## src/rtl/da_channel_scheduler.sv

```systemverilog
// Routes USB3 cache words into per-channel DA sample RAMs, BURST_LEN words per channel.
// Define DA_SCHED_CNT_EN to build the pkt_cnt/err_cnt statistics counters.
module da_channel_scheduler #(
  parameter int unsigned NUM_CH    = 16,
  parameter int unsigned BURST_LEN = 32,
  parameter int unsigned AW        = 5
) (
  input  logic              rdclock,
  input  logic              rst_n,
  input  logic              in_valid,
  input  logic [31:0]       in_data,
  output logic              in_ready,
  input  logic              abort,
  output logic [NUM_CH-1:0] wren_for_ram,
  output logic [AW-1:0]     ram_addr,
  output logic [31:0]       ram_data,
  output logic              busy,
  output logic              pkt_done,
  output logic              hdr_err,
  output logic [15:0]       pkt_cnt,
  output logic [15:0]       err_cnt
);

  localparam int unsigned CW = (NUM_CH > 1) ? $clog2(NUM_CH) : 1;

  typedef enum logic [1:0] {
    S_IDLE,
    S_XFER,
    S_DONE
  } state_t;

  state_t              state_q, state_d;
  logic [CW-1:0]       cur_ch_q, cur_ch_d;
  logic [3:0]          rem_q, rem_d;
  logic [AW-1:0]       word_cnt_q, word_cnt_d;
  logic [NUM_CH-1:0]   wren_q, wren_d;
  logic [AW-1:0]       ram_addr_q, ram_addr_d;
  logic [31:0]         ram_data_q, ram_data_d;
  logic                busy_q, busy_d;
  logic                pkt_done_q, pkt_done_d;
  logic                hdr_err_q, hdr_err_d;

  logic accept;
  logic is_hdr;

  assign in_ready = (state_q != S_DONE);
  assign accept   = in_valid && in_ready;
  assign is_hdr   = ((in_data & 32'hFF0000FF) == 32'hFF0000FF) &&
                    (in_data[23:20] == 4'h0) && (in_data[11:8] == 4'h0);

  always_comb begin
    state_d    = state_q;
    cur_ch_d   = cur_ch_q;
    rem_d      = rem_q;
    word_cnt_d = word_cnt_q;
    wren_d     = '0;
    ram_addr_d = ram_addr_q;
    ram_data_d = ram_data_q;
    hdr_err_d  = 1'b0;

    if (abort) begin
      state_d    = S_IDLE;
      cur_ch_d   = '0;
      rem_d      = '0;
      word_cnt_d = '0;
    end else begin
      unique case (state_q)
        S_IDLE: begin
          if (accept) begin
            if (is_hdr) begin
              state_d    = S_XFER;
              cur_ch_d   = CW'(in_data[19:16]);
              rem_d      = in_data[15:12];
              word_cnt_d = '0;
            end else begin
              hdr_err_d = 1'b1;
            end
          end
        end
        S_XFER: begin
          if (accept) begin
            wren_d     = NUM_CH'(1) << cur_ch_q;
            ram_addr_d = word_cnt_q;
            ram_data_d = in_data;
            if (word_cnt_q == AW'(BURST_LEN - 1)) begin
              word_cnt_d = '0;
              cur_ch_d   = (cur_ch_q == CW'(NUM_CH - 1)) ? '0 : cur_ch_q + CW'(1);
              if (rem_q == 4'h0) state_d = S_DONE;
              else               rem_d   = rem_q - 4'h1;
            end else begin
              word_cnt_d = word_cnt_q + AW'(1);
            end
          end
        end
        S_DONE:  state_d = S_IDLE;
        default: state_d = S_IDLE;
      endcase
    end

    // Status flops track the next state so they line up with state_q.
    busy_d     = (state_d == S_XFER);
    pkt_done_d = (state_d == S_DONE);
  end

  always_ff @(posedge rdclock) begin
    if (!rst_n) begin
      state_q    <= S_IDLE;
      cur_ch_q   <= '0;
      rem_q      <= '0;
      word_cnt_q <= '0;
      wren_q     <= '0;
      ram_addr_q <= '0;
      ram_data_q <= '0;
      busy_q     <= 1'b0;
      pkt_done_q <= 1'b0;
      hdr_err_q  <= 1'b0;
    end else begin
      state_q    <= state_d;
      cur_ch_q   <= cur_ch_d;
      rem_q      <= rem_d;
      word_cnt_q <= word_cnt_d;
      wren_q     <= wren_d;
      ram_addr_q <= ram_addr_d;
      ram_data_q <= ram_data_d;
      busy_q     <= busy_d;
      pkt_done_q <= pkt_done_d;
      hdr_err_q  <= hdr_err_d;
    end
  end

  assign wren_for_ram = wren_q;
  assign ram_addr     = ram_addr_q;
  assign ram_data     = ram_data_q;
  assign busy         = busy_q;
  assign pkt_done     = pkt_done_q;
  assign hdr_err      = hdr_err_q;

`ifdef DA_SCHED_CNT_EN
  logic [15:0] pkt_cnt_q, pkt_cnt_d;
  logic [15:0] err_cnt_q, err_cnt_d;

  always_comb begin
    pkt_cnt_d = pkt_cnt_q + {15'd0, pkt_done_d};
    err_cnt_d = err_cnt_q + {15'd0, hdr_err_d};
  end

  always_ff @(posedge rdclock) begin
    if (!rst_n) begin
      pkt_cnt_q <= '0;
      err_cnt_q <= '0;
    end else begin
      pkt_cnt_q <= pkt_cnt_d;
      err_cnt_q <= err_cnt_d;
    end
  end

  assign pkt_cnt = pkt_cnt_q;
  assign err_cnt = err_cnt_q;
`else
  assign pkt_cnt = '0;
  assign err_cnt = '0;
`endif

endmodule
```

## config.mk

```make
export PLATFORM = sky130hd
export DESIGN_NAME = da_channel_scheduler
export DESIGN_NICKNAME = d
export VERILOG_FILES = /design/src/rtl/da_channel_scheduler.sv
export SDC_FILE = /design/constraint.sdc
export NUM_CORES = 1
export LEC_CHECK = 0
export CAP_MARGIN = 20
export CORE_ASPECT_RATIO = 1.25
export CORE_MARGIN = 2
export CORE_UTILIZATION = 25
export CTS_BUF_LIST = sky130_fd_sc_hd__clkbuf_4
export CTS_CLUSTER_SIZE = 24
export DETAILED_ROUTE_END_ITERATION = 8
export GPL_TIMING_DRIVEN = 0
export PLACE_DENSITY_LB_ADDON = 0.3
export SYNTH_ARGS = -nofsm -noshare
export SYNTH_HDL_FRONTEND = slang
export SYNTH_SLANG_ARGS = --single-unit
export TNS_END_PERCENT = 5
```

## constraint.sdc

```tcl
create_clock -name rdclock -period 5.7 [get_ports rdclock]
set_input_delay 0.855 -clock rdclock [delete_from_list [all_inputs] [get_ports rdclock]]
set_output_delay 0.855 -clock rdclock [all_outputs]
set_load 0.02 [all_outputs]
```

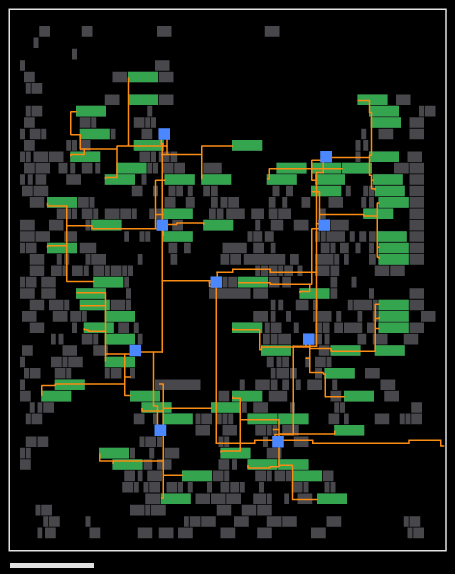
*Clock network drawn from the DEF, run 1*
Scale bar: 20 um.
Key: clock drivers = blue [count 9]; clock wires = orange [length 933 um]; flip-flops = green [count 71]
There are 10 routed clock nets.

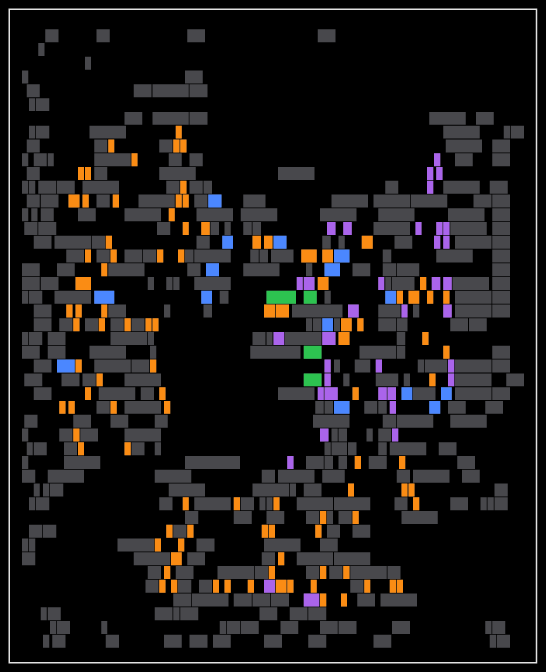
*Gate-type map, run 1*
Key: AND and OR gates = blue [cells 15, most used and3_1]; NAND gates = orange [cells 100, most used nand2_1]; NOR gates = purple [cells 36, most used nor2_1]; AND-OR and OR-AND gates = green [cells 4, most used a32o_1, where centre]

==> flow_metrics.tcl, run 1 <==
# collected from the flow reports
set metrics [dict create \
    hold_path_depth 2 \
    power_frac_clock_pct 34.6 \
    m1WireLength_um 3533 \
    async_flop_share_pct 0 \
    numClockSinks 71 \
    irDropWorstVdd_mv 0.09350 \
    initial_core_util_pct 25.64 \
    top_cell_area_share_pct 45.59 \
    hold_violations 0 \
    sw_frac_of_total_pct 24.11 \
    cts_tree "yes" \
    power_clock_w 0.000306 \
    drt_iter0_markers 68 \
    layout.cells.non_filler 664 \
    cts_max_level 3 \
    placedCellCount 647 \
    period_needed_ns 3.081 \
    critPathCaptureType "flip-flop" \
    grt_antenna_before_repair 0 \
    ff_type "dfxtp_1" \
    min_to "ram_data[31]" \
    cp_slowest_cell "or4_4" \
    grt_pass1_vias 2636 \
    num_rows 45 \
    grt_util_all_layers_pct 12.07 \
    rrSetupSlack_ns 3.60 \
    ctsResizeCount 0 \
    ioPinCount 125 \
    clockBufferDepth 2 \
    critical_path_buf_inv_count 1 \
    hp-start "ram_data[31]" \
    drt_pass1_iterations 4 \
    ys_seq_share_pct 45.59 \
    synth_cell_type_count 39 \
    fin_util_pct 36.91 \
    comb_area_sq_um 1483 \
    drive_gt1_share_pct 10.02 \
    setup_viol 0 \
    fp.coreArea_sq_um 12160 \
    setup_tns_ns 0 \
    dieWidth_um 103.9 \
    numPortBuffers 92 \
    path_delay_family "simple AND/OR/NAND/NOR gates" \
    r2r_cells 8 \
    via_per_inst 4.175 \
    max_stage_delay_ns 0.60 \
    post-cts-setup-buffers 0 \
    ys_warn_count 0 \
    wl_met3_um 522 \
    fillers 1314 \
    nNetsFinal 539 \
    hpwl_um 6308 \
    cts-buffers-inserted 9 \
    detail-route-antenna-nets 0 \
    hold_path.class "flip-flop to flip-flop" \
    reg2reg_to "rem_q[0]" \
    ys_ff 71 \
    die_h_um 128.9 \
    warnings 30 \
    worstReg2RegStart "word_cnt_q[0]" \
    crit_end "rem_q[3]" \
    grt_first_pass_wirelength_um 12630 \
    worstSetupPathType "input pin to flip-flop" \
    synth_top_cell_by_area "dfxtp_1" \
    wl_met2_um 3831 \
    relSlewSlack_pct 61.64 \
    drcViolationCount 0 \
    critPathRequiredTime_ns 6.03 \
    gr-total-overflow 0 \
    syn_area_sq_um 3118 \
    top_power_group "sequential cells" \
    cp.arrival_ns 3.41 \
    internal_power_w 0.0006722 \
    clk_pin_slew_ns 0.11 \
    crit_fanout 9 \
    p_seq_w 0.000496 \
    synth-edff-count 0 \
    timing.final.ws_setup_ns 2.619 \
    rsz0062_at_grt "no" \
    grt_max_degree 12 \
    avgSynthCellArea_sq_um 8.661 \
    cp_num_cells 6 \
    power_density_nw_per_um2 197.3 \
    comb_power_w 0.0000833 \
    vias 2772 \
    chip_area_sq_um 13390 \
    clock_latency_ns 0.43 \
    cp_cell_sequence "clkdlybuf4s50_1, or4b_1, or4_4, o41ai_4, o21ai_0, a32o_1" \
    power_frac_seq_pct 56.0 \
    cellLeakagePower_nw 1.653 \
    comb_power_share_pct 9.4 \
    max_freq_mhz 324.6 \
    start_kind "input pin" \
    clock-skew-final_ns 0.009469 \
    max_cap_violations 0 \
    ctsHoldBuffers 0 \
    drv_slew 0 \
    lay_top_cells "clkdlybuf4s50_1, nand2_1, dfxtp_1" \
    dpl_worst_slack_ns 2.168 \
    ys_area_sq_um 3118 \
    final.period_utilization_pct 54.05 \
    seq_area_sq_um 1421 \
    clockRootBuffer "clkbuf_4" \
    syn2layout_area_growth_pct 43.98 \
    status "finished clean" \
    place.gp.congestion 0.7948 \
    cp-startpoint "in_data[21]" \
    dr.max_layer_used "met4" \
    worst_pin_slew_ns 0.5735 \
    p_switching_w 0.0002136 \
    wirelength_um 8068 \
    total_power_w 0.0008858 \
    synthTopCellsByArea "dfxtp_1, nand2_1, a21boi_0" \
    netlist_instances 360 \
    ys_cells 360 \
    lay_top_count "clkdlybuf4s50_1" \
]
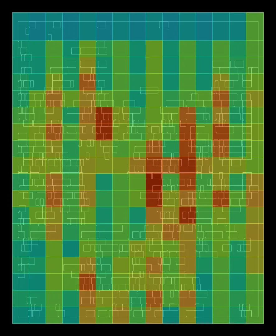
*Congestion heat map, run 1*
Routed WL per cell: 12.15 um
met3 global-route usage: 3.191%
met1 capacity usage during global routing: 13.34%
Top Usage Layer GRT: met2
routing usage on met2: 21.13%

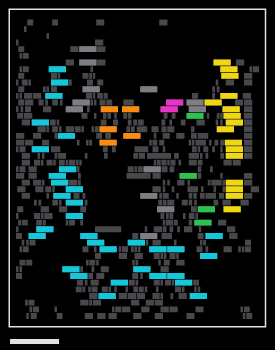
*Register map, names as in the netlist, run 1*
Scale bar: 20 um.
Key: `cur_ch_q` = green [sequential cells 4, where middle right]; `wren_for_ram` = yellow [sequential cells 16]; `word_cnt_q` = orange [sequential cells 5]; `state_q` = magenta [sequential cells 2]; `ram_data` = cyan [sequential cells 32]
Another 12 sequential cells are not coloured.

## run 1: Yosys cell counts (2+ instances only)
master	count
a211oi_1	2
a21boi_0	37
a21oi_1	12
a32o_1	2
and3_1	4
and4_1	3
buf_4	32
clkbuf_1	17
dfxtp_1	71
ha_1	9
inv_1	7
mux2i_1	2
nand2_1	84
nand2b_1	6
nand3_1	3
nand4_1	4
nand4b_1	2
nor2_1	21
nor2b_1	3
nor3_1	8
nor3b_1	2
o21ai_0	8
o31ai_1	2
o41ai_4	2
or3_1	2
or4_1	2
## run 1: cell families (layout without fill, tap and decap cells)
family,Yosys count,count (layout),synth area share [%]
compound gates,70,70,17.01
mux,2,2,0.6421
fa+ha+maj,9,9,3.612
flops,71,71,45.59
simple gates,151,151,22.43
buf+inv,56,164,10.59
other cells,1,33,0.1203
## run 1: registers in the layout (all words and copies together) (netlist names)
signal and cells:
busy 1, cur_ch_q 4, hdr_err 1, pkt_done 1
ram_addr 5, ram_data 32, rem_q 4, state_q 2
word_cnt_q 5, wren_for_ram 16
## run 1: final cells by class
cell class / instances / share of cell area (%)
well taps: 164 / 4.571
plain buffers: 49 / 6.773
clock inverters: 6 / 1.143
clock buffers: 10 / 1.672
flip-flops and latches: 71 / 31.66
inverters: 7 / 0.5853
diodes: 1 / 0.05574
multi-input cells: 264 / 33.03
repair buffers: 92 / 20.51
## run 1: worst min-delay path, cell delays in order, from the launching register on
cell,delay [ns]
dfxtp_1,0.33
nand2_1,0.05
a21boi_0,0.06
## run 1: through the flow
stage | area, sq um | hold WS (ns)
2_1_floorplan | 3234 | 0.4549
3_3_place_gp | 4360 | 0.4506
3_5_place_dp | 4360 | 0.4590
4_1_cts | 4487 | 0.4751
5_1_grt | 4487 | 0.4905
6_report | 4489 | 0.4699
### Placed cells, one colour a class, run 1

Scale bar: 20 um.
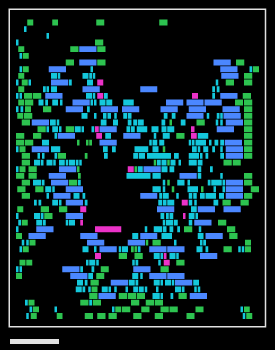

==> run 2, diff against run 1 <==
- clock period: 5.7 -> 2.5 ns (I/O delays scaled with it)
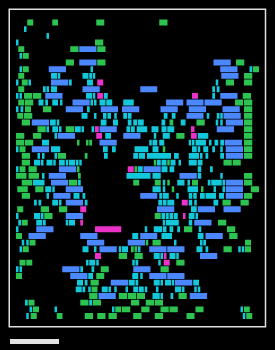
*Placed cells, one colour a class, run 2*
Scale bar: 20 um.
Key: flops = blue [cells 71]; other buffers and delay cells = green [cells 145]; clock drivers and dummy loads = magenta [cells 16]; combinational and other logic = cyan [cells 271]

==> run 2 against run 1 <==
Effect of this change:
- first-iteration DRC count is 1.5% higher
- clock power is 130% higher
- largest power group unchanged
- clock-buffer cell count stayed put
- synthesized cell count stayed put
- non-clock buffer count is 4 higher
==> flow_metrics.tcl, run 2 <==
# collected from the flow reports
set metrics [dict create \
    status "finished clean" \
    numClockSinks 71 \
    rsz0062_at_grt "no" \
    drive_gt1_share_pct 11.33 \
    cts-buffers-inserted 9 \
    drv_slew 0 \
    seq_area_sq_um 1421 \
    drt_pass1_iterations 4 \
    internal_power_w 0.001532 \
    critical_path_buf_inv_count 2 \
    nNetsFinal 543 \
    comb_power_share_pct 9.4 \
    top_cell_area_share_pct 45.59 \
    critPathCaptureType "flip-flop" \
    place.gp.congestion 0.7948 \
    cp_cell_sequence "dlymetal6s2s_1, or4b_4, or4_4, o41ai_4, buf_4, mux2i_1, nor2_1" \
    vias 2799 \
    ys_area_sq_um 3118 \
    final.period_utilization_pct 91.38 \
    whs_ns 0.2511 \
    grt_util_all_layers_pct 12.10 \
    fillers 1308 \
    ys_cells 360 \
    async_flop_share_pct 0 \
    clockBufferDepth 2 \
    lay_top_count "clkdlybuf4s50_1" \
    setup_viol 0 \
    power_frac_seq_pct 56.0 \
    numPortBuffers 92 \
    grt_max_degree 12 \
    avgSynthCellArea_sq_um 8.661 \
    die_h_um 128.9 \
    largest_reg_flops 32 \
    hpwl_um 6308 \
    initial_core_util_pct 25.64 \
    cp.arrival_ns 2.59 \
    sw_frac_of_total_pct 24.11 \
    wirelength_um 8170 \
    gr-total-overflow 0 \
    place_area_sq_um 4360 \
    cellLeakagePower_nw 1.726 \
    ys_warn_count 0 \
    warnings 30 \
    drcViolationCount 0 \
    dieWidth_um 103.9 \
    placedCellCount 647 \
    clock_latency_ns 0.42 \
    clock-skew-final_ns 0.008952 \
    netlist_instances 360 \
    synthTopCellsByArea "dfxtp_1, nand2_1, a21boi_0" \
    hold_path.class "input pin to flip-flop" \
    path_delay_family "simple AND/OR/NAND/NOR gates" \
    cts_max_level 3 \
    start_kind "input pin" \
    grt_first_pass_wirelength_um 12660 \
    detail-route-antenna-nets 0 \
    ys_seq_share_pct 45.59 \
    period_needed_ns 2.284 \
    dpl_worst_slack_ns -0.5523 \
    worst_pin_slew_ns 0.5598 \
    cts_tree "yes" \
    ioPinCount 125 \
    cp_slowest_cell "or4_4" \
    irDropWorstVdd_mv 0.2132 \
    hold_violations 0 \
    layout.cells.non_filler 668 \
    lay_top_cells "clkdlybuf4s50_1, nand2_1, dfxtp_1" \
    fp.coreArea_sq_um 12160 \
    comb_area_sq_um 1493 \
    drt_iter0_markers 69 \
    synth-edff-count 0 \
    power_density_nw_per_um2 444.6 \
    grt_antenna_before_repair 0 \
    yosysMostFrequentCell "nand2_1" \
    worstSetupPathType "input pin to flip-flop" \
    synth_top_cell_by_area "dfxtp_1" \
    clk_pin_slew_ns 0.11 \
    synth_cell_type_count 39 \
    chip_area_sq_um 13390 \
    via_per_inst 4.190 \
    finish.instance_area_sq_um 4541 \
    relSlewSlack_pct 62.68 \
    crit_fanout 5 \
    total_power_w 0.002019 \
    critPathRequiredTime_ns 2.81 \
    syn2layout_area_growth_pct 45.63 \
    timing.final.ws_setup_ns 0.2155 \
    max_freq_mhz 437.7 \
    grt_pass1_vias 2639 \
    clockRootBuffer "clkbuf_4" \
    syn_area_sq_um 3118 \
    setup_tns_ns 0 \
    max_stage_delay_ns 0.62 \
    p_switching_w 0.0004866 \
    ctsHoldBuffers 0 \
    ff_type "dfxtp_1" \
    power_frac_clock_pct 34.5 \
    common_cells "nand2_1, dfxtp_1, a21boi_0, buf_4, nor2_1" \
    ys_ff 71 \
    num_rows 45 \
    max_cap_violations 0 \
]
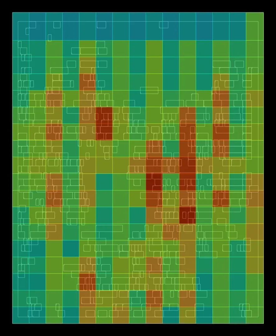
*Congestion heat map, run 2*
fin util: 37.34%
Routed WL per cell: 12.23 um
routing usage on met2: 21.21%
met1 capacity usage during global routing: 13.37%

## run 2: cell count changes in the layout (fill, tap and decap cells not counted), sizes merged
cell,previous run,this run
buf,32,36
clkdlybuf4s50,92,88
dlymetal6s2s,0,4
## run 2: cell families after synthesis
group	count (synthesis)	synth area share, %
fa+ha+maj	9	3.612
other cells	1	0.1203
compound gates	70	17.01
buf+inv	56	10.59
simple gates	151	22.43
flops	71	45.59
mux	2	0.6421
## run 2: what timing repair did
item                       in CTS  in global routing
gates resized                   0                 10
buffers inserted                2                  2
pin swaps                       1                  4
setup endpoints to repair       1                  6
## run 2: per-layer routing
layer,vias up,global-route usage [%],routed length (um)
li1,1427,-,-
met3,13,3.191,530
met4,0,6.836,169
met2,94,21.21,3892
met1,1265,13.37,3578
met5,-,0,0
## run 2: final timing paths
kind	startpoint	endpoint	slack (ns)	cells past startpoint
max	in_data[23]	rem_q[1]	0.22	7
min	in_data[22]	ram_data[22]	0.25	3
max reg2reg	word_cnt_q[0]	rem_q[1]	0.43	9
min reg2reg	ram_data[31]	ram_data[31]	0.47	2
## run 2: power by group through the flow
stage | sequential [W] | clock, W | combinational [W]
floorplan | 0.00116 | 0 | 0.000109
global placement | 0.00116 | 0 | 0.000188
detailed placement | 0.00116 | 0 | 0.000188
CTS | 0.00113 | 0.000725 | 0.000188
global route | 0.00113 | 0.000768 | 0.000202
finish | 0.00113 | 0.000697 | 0.000190
## run 2: final cells by class
type / count / area share, %
Multi-Input combinational cell: 264 / 32.87
Antenna cell: 1 / 0.05511
Inverter: 7 / 0.5787
Buffer: 49 / 6.724
Clock buffer: 10 / 1.653
Timing Repair Buffer: 96 / 21.16
Clock inverter: 6 / 1.130
Tap cell: 164 / 4.519
Sequential cell: 71 / 31.30
==> run 3, diff against run 2 <==
- CTS_CLUSTER_DIAMETER: default -> 100
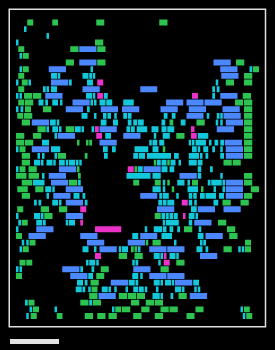
*Placed cells, one colour a class, run 3*
Scale bar: 20 um.
Key: other buffers and delay cells = green [cells 145]; combinational and other logic = cyan [cells 271]; clock drivers and dummy loads = magenta [cells 16]; flops = blue [cells 71]

==> run 3 against run 2 <==
Effect of this change:
- global-route usage is the same
- critical path depth is the same
- register-to-register slack is essentially flat
- maximum frequency is the same
- synthesized cell count is the same
- synthesized area is the same
- non-clock buffer count is the same
- worst setup slack is the same
- worst hold slack is the same
- clock power is essentially flat
- via count is the same
- clock-buffer cell count is the same
- critical path type unchanged
- critical endpoint unchanged
==> flow_metrics.tcl, run 3 <==
# collected from the flow reports
set metrics [dict create \
    status "finished clean" \
    ys_area_sq_um 3118 \
    cts_max_level 3 \
    warnings 30 \
    drv_slew 0 \
    ff_type "dfxtp_1" \
    numPortBuffers 92 \
    crit_fanout 5 \
    critPathCaptureType "flip-flop" \
    grt_max_degree 12 \
    fin_util_pct 37.34 \
    grt_first_pass_wirelength_um 12660 \
    synth_top_cell_by_area "dfxtp_1" \
    max_freq_mhz 437.7 \
    numClockSinks 71 \
    clock_latency_ns 0.42 \
    lay_top_count "clkdlybuf4s50_1" \
    wl_met3_um 530 \
    cts-buffers-inserted 9 \
    clock-skew-final_ns 0.008952 \
    via_per_inst 4.190 \
    place_area_sq_um 4360 \
    placedCellCount 647 \
    drt_pass1_iterations 4 \
    met3_usage_pct 3.191 \
    clockBufferDepth 2 \
    dieWidth_um 103.9 \
    drcViolationCount 0 \
    yosysMostFrequentCell "nand2_1" \
    irDropWorstVdd_mv 0.2132 \
    dpl_worst_slack_ns -0.5523 \
    common_cells "nand2_1, dfxtp_1, a21boi_0, buf_4, nor2_1" \
    async_flop_share_pct 0 \
    critPathRequiredTime_ns 2.81 \
    detail-route-antenna-nets 0 \
    syn2layout_area_growth_pct 45.63 \
    syn_area_sq_um 3118 \
    period_needed_ns 2.284 \
    place.gp.congestion 0.7948 \
    total_power_w 0.002019 \
    worstReg2RegStart "word_cnt_q[0]" \
    routedWlPerCell_um 12.23 \
    wl_met2_um 3892 \
    netlist_instances 360 \
    synthTopCellsByArea "dfxtp_1, nand2_1, a21boi_0" \
    largest_reg_flops 32 \
    drive_gt1_share_pct 11.33 \
    relSlewSlack_pct 62.68 \
    num_rows 45 \
    worst_pin_slew_ns 0.5598 \
    fp.coreArea_sq_um 12160 \
    busiest_layer "met2" \
    ys_warn_count 0 \
    nNetsFinal 543 \
    hp-start "in_data[22]" \
    hpwl_um 6308 \
    cp-startpoint "in_data[23]" \
    ioPinCount 125 \
    grt_antenna_before_repair 0 \
    lay_top_cells "clkdlybuf4s50_1, nand2_1, dfxtp_1" \
    worstSetupPathType "input pin to flip-flop" \
    m1WireLength_um 3578 \
    start_kind "input pin" \
    vias 2799 \
    ys_ff 71 \
    hold_path.class "input pin to flip-flop" \
    wirelength_um 8170 \
    dr.max_layer_used "met4" \
    synth-edff-count 0 \
    power_density_nw_per_um2 444.6 \
    gr-total-overflow 0 \
    grt_util_met1_pct 13.37 \
    top_cell_area_share_pct 45.59 \
    setup_viol 0 \
    rsz0062_at_grt "no" \
    fillers 1308 \
    final.period_utilization_pct 91.38 \
    grt_pass1_vias 2639 \
    cp.arrival_ns 2.59 \
    cts_tree "yes" \
    hold_violations 0 \
    max_cap_violations 0 \
    drt_iter0_markers 69 \
    chip_area_sq_um 13390 \
    clockRootBuffer "clkbuf_4" \
    timing.final.ws_setup_ns 0.2155 \
    avgSynthCellArea_sq_um 8.661 \
    setup_tns_ns 0 \
    initial_core_util_pct 25.64 \
    ys_cells 360 \
    whs_ns 0.2511 \
    clk_pin_slew_ns 0.11 \
    finish.instance_area_sq_um 4541 \
    met2_usage_pct 21.21 \
    synth_cell_type_count 39 \
]
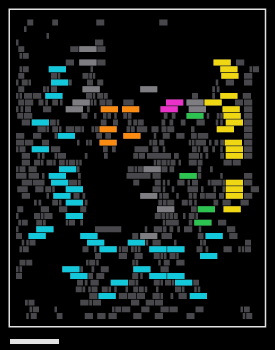
*Register map, names as in the netlist, run 3*
Scale bar: 20 um.
Key: `word_cnt_q` = orange [sequential cells 5]; `cur_ch_q` = green [sequential cells 4, where middle right]; `state_q` = magenta [sequential cells 2]; `ram_data` = cyan [sequential cells 32]; `wren_for_ram` = yellow [sequential cells 16]
fraction of area in registers: 31.30%
seq pwr: 0.00113 W
Seq. cell area: 1421 sq um

## run 3: worst paths after layout
path,endpoint,slack [ns],cells after the start
worst max-delay path,rem_q[1],0.22,7
worst min-delay path,ram_data[22],0.25,3
worst max register to register,rem_q[1],0.43,9
worst min register to register,ram_data[31],0.47,2
## run 3: critical path: stages
cell and delay, ns:
dlymetal6s2s_1 0.13, or4b_4 0.53, or4_4 0.62, o41ai_4 0.53, buf_4 0.19, mux2i_1 0.17
nor2_1 0.05
## run 3: layout make-up
type / count / area (sq um) / area share, %
Clock inverter: 6 / 51.30 / 1.130
Antenna cell: 1 / 2.502 / 0.05511
Multi-Input combinational cell: 264 / 1493 / 32.87
Clock buffer: 10 / 75.07 / 1.653
Timing Repair Buffer: 96 / 960.9 / 21.16
Tap cell: 164 / 205.2 / 4.519
Buffer: 49 / 305.3 / 6.724
Inverter: 7 / 26.28 / 0.5787
Sequential cell: 71 / 1421 / 31.30
## run 3: cells by family (layout without fill, tap and decap cells)
kind of cell / after synthesis / in the layout / share of synthesized area, %
buf+inv: 56 / 168 / 10.59
simple gates: 151 / 151 / 22.43
other cells: 1 / 33 / 0.1203
flops: 71 / 71 / 45.59
compound gates: 70 / 70 / 17.01
mux: 2 / 2 / 0.6421
fa+ha+maj: 9 / 9 / 3.612
## run 3: repair_timing
action / CTS / global route
buffers inserted: 2 / 2
gates resized: 0 / 10
hold buffers: 0 / 0
pin swaps: 1 / 4
setup endpoints to repair: 1 / 6
## run 3: report_power, final
| group | switching, W | internal, W | total, W |
|---|---|---|---|
| clock | 0.000394 | 0.000303 | 0.000697 |
| sequential | 0.000000249 | 0.00113 | 0.00113 |
| combinational | 0.0000924 | 0.0000977 | 0.000190 |
| total | 0.000487 | 0.00153 | 0.00202 |
Power is estimated from default activity; no workload was simulated.
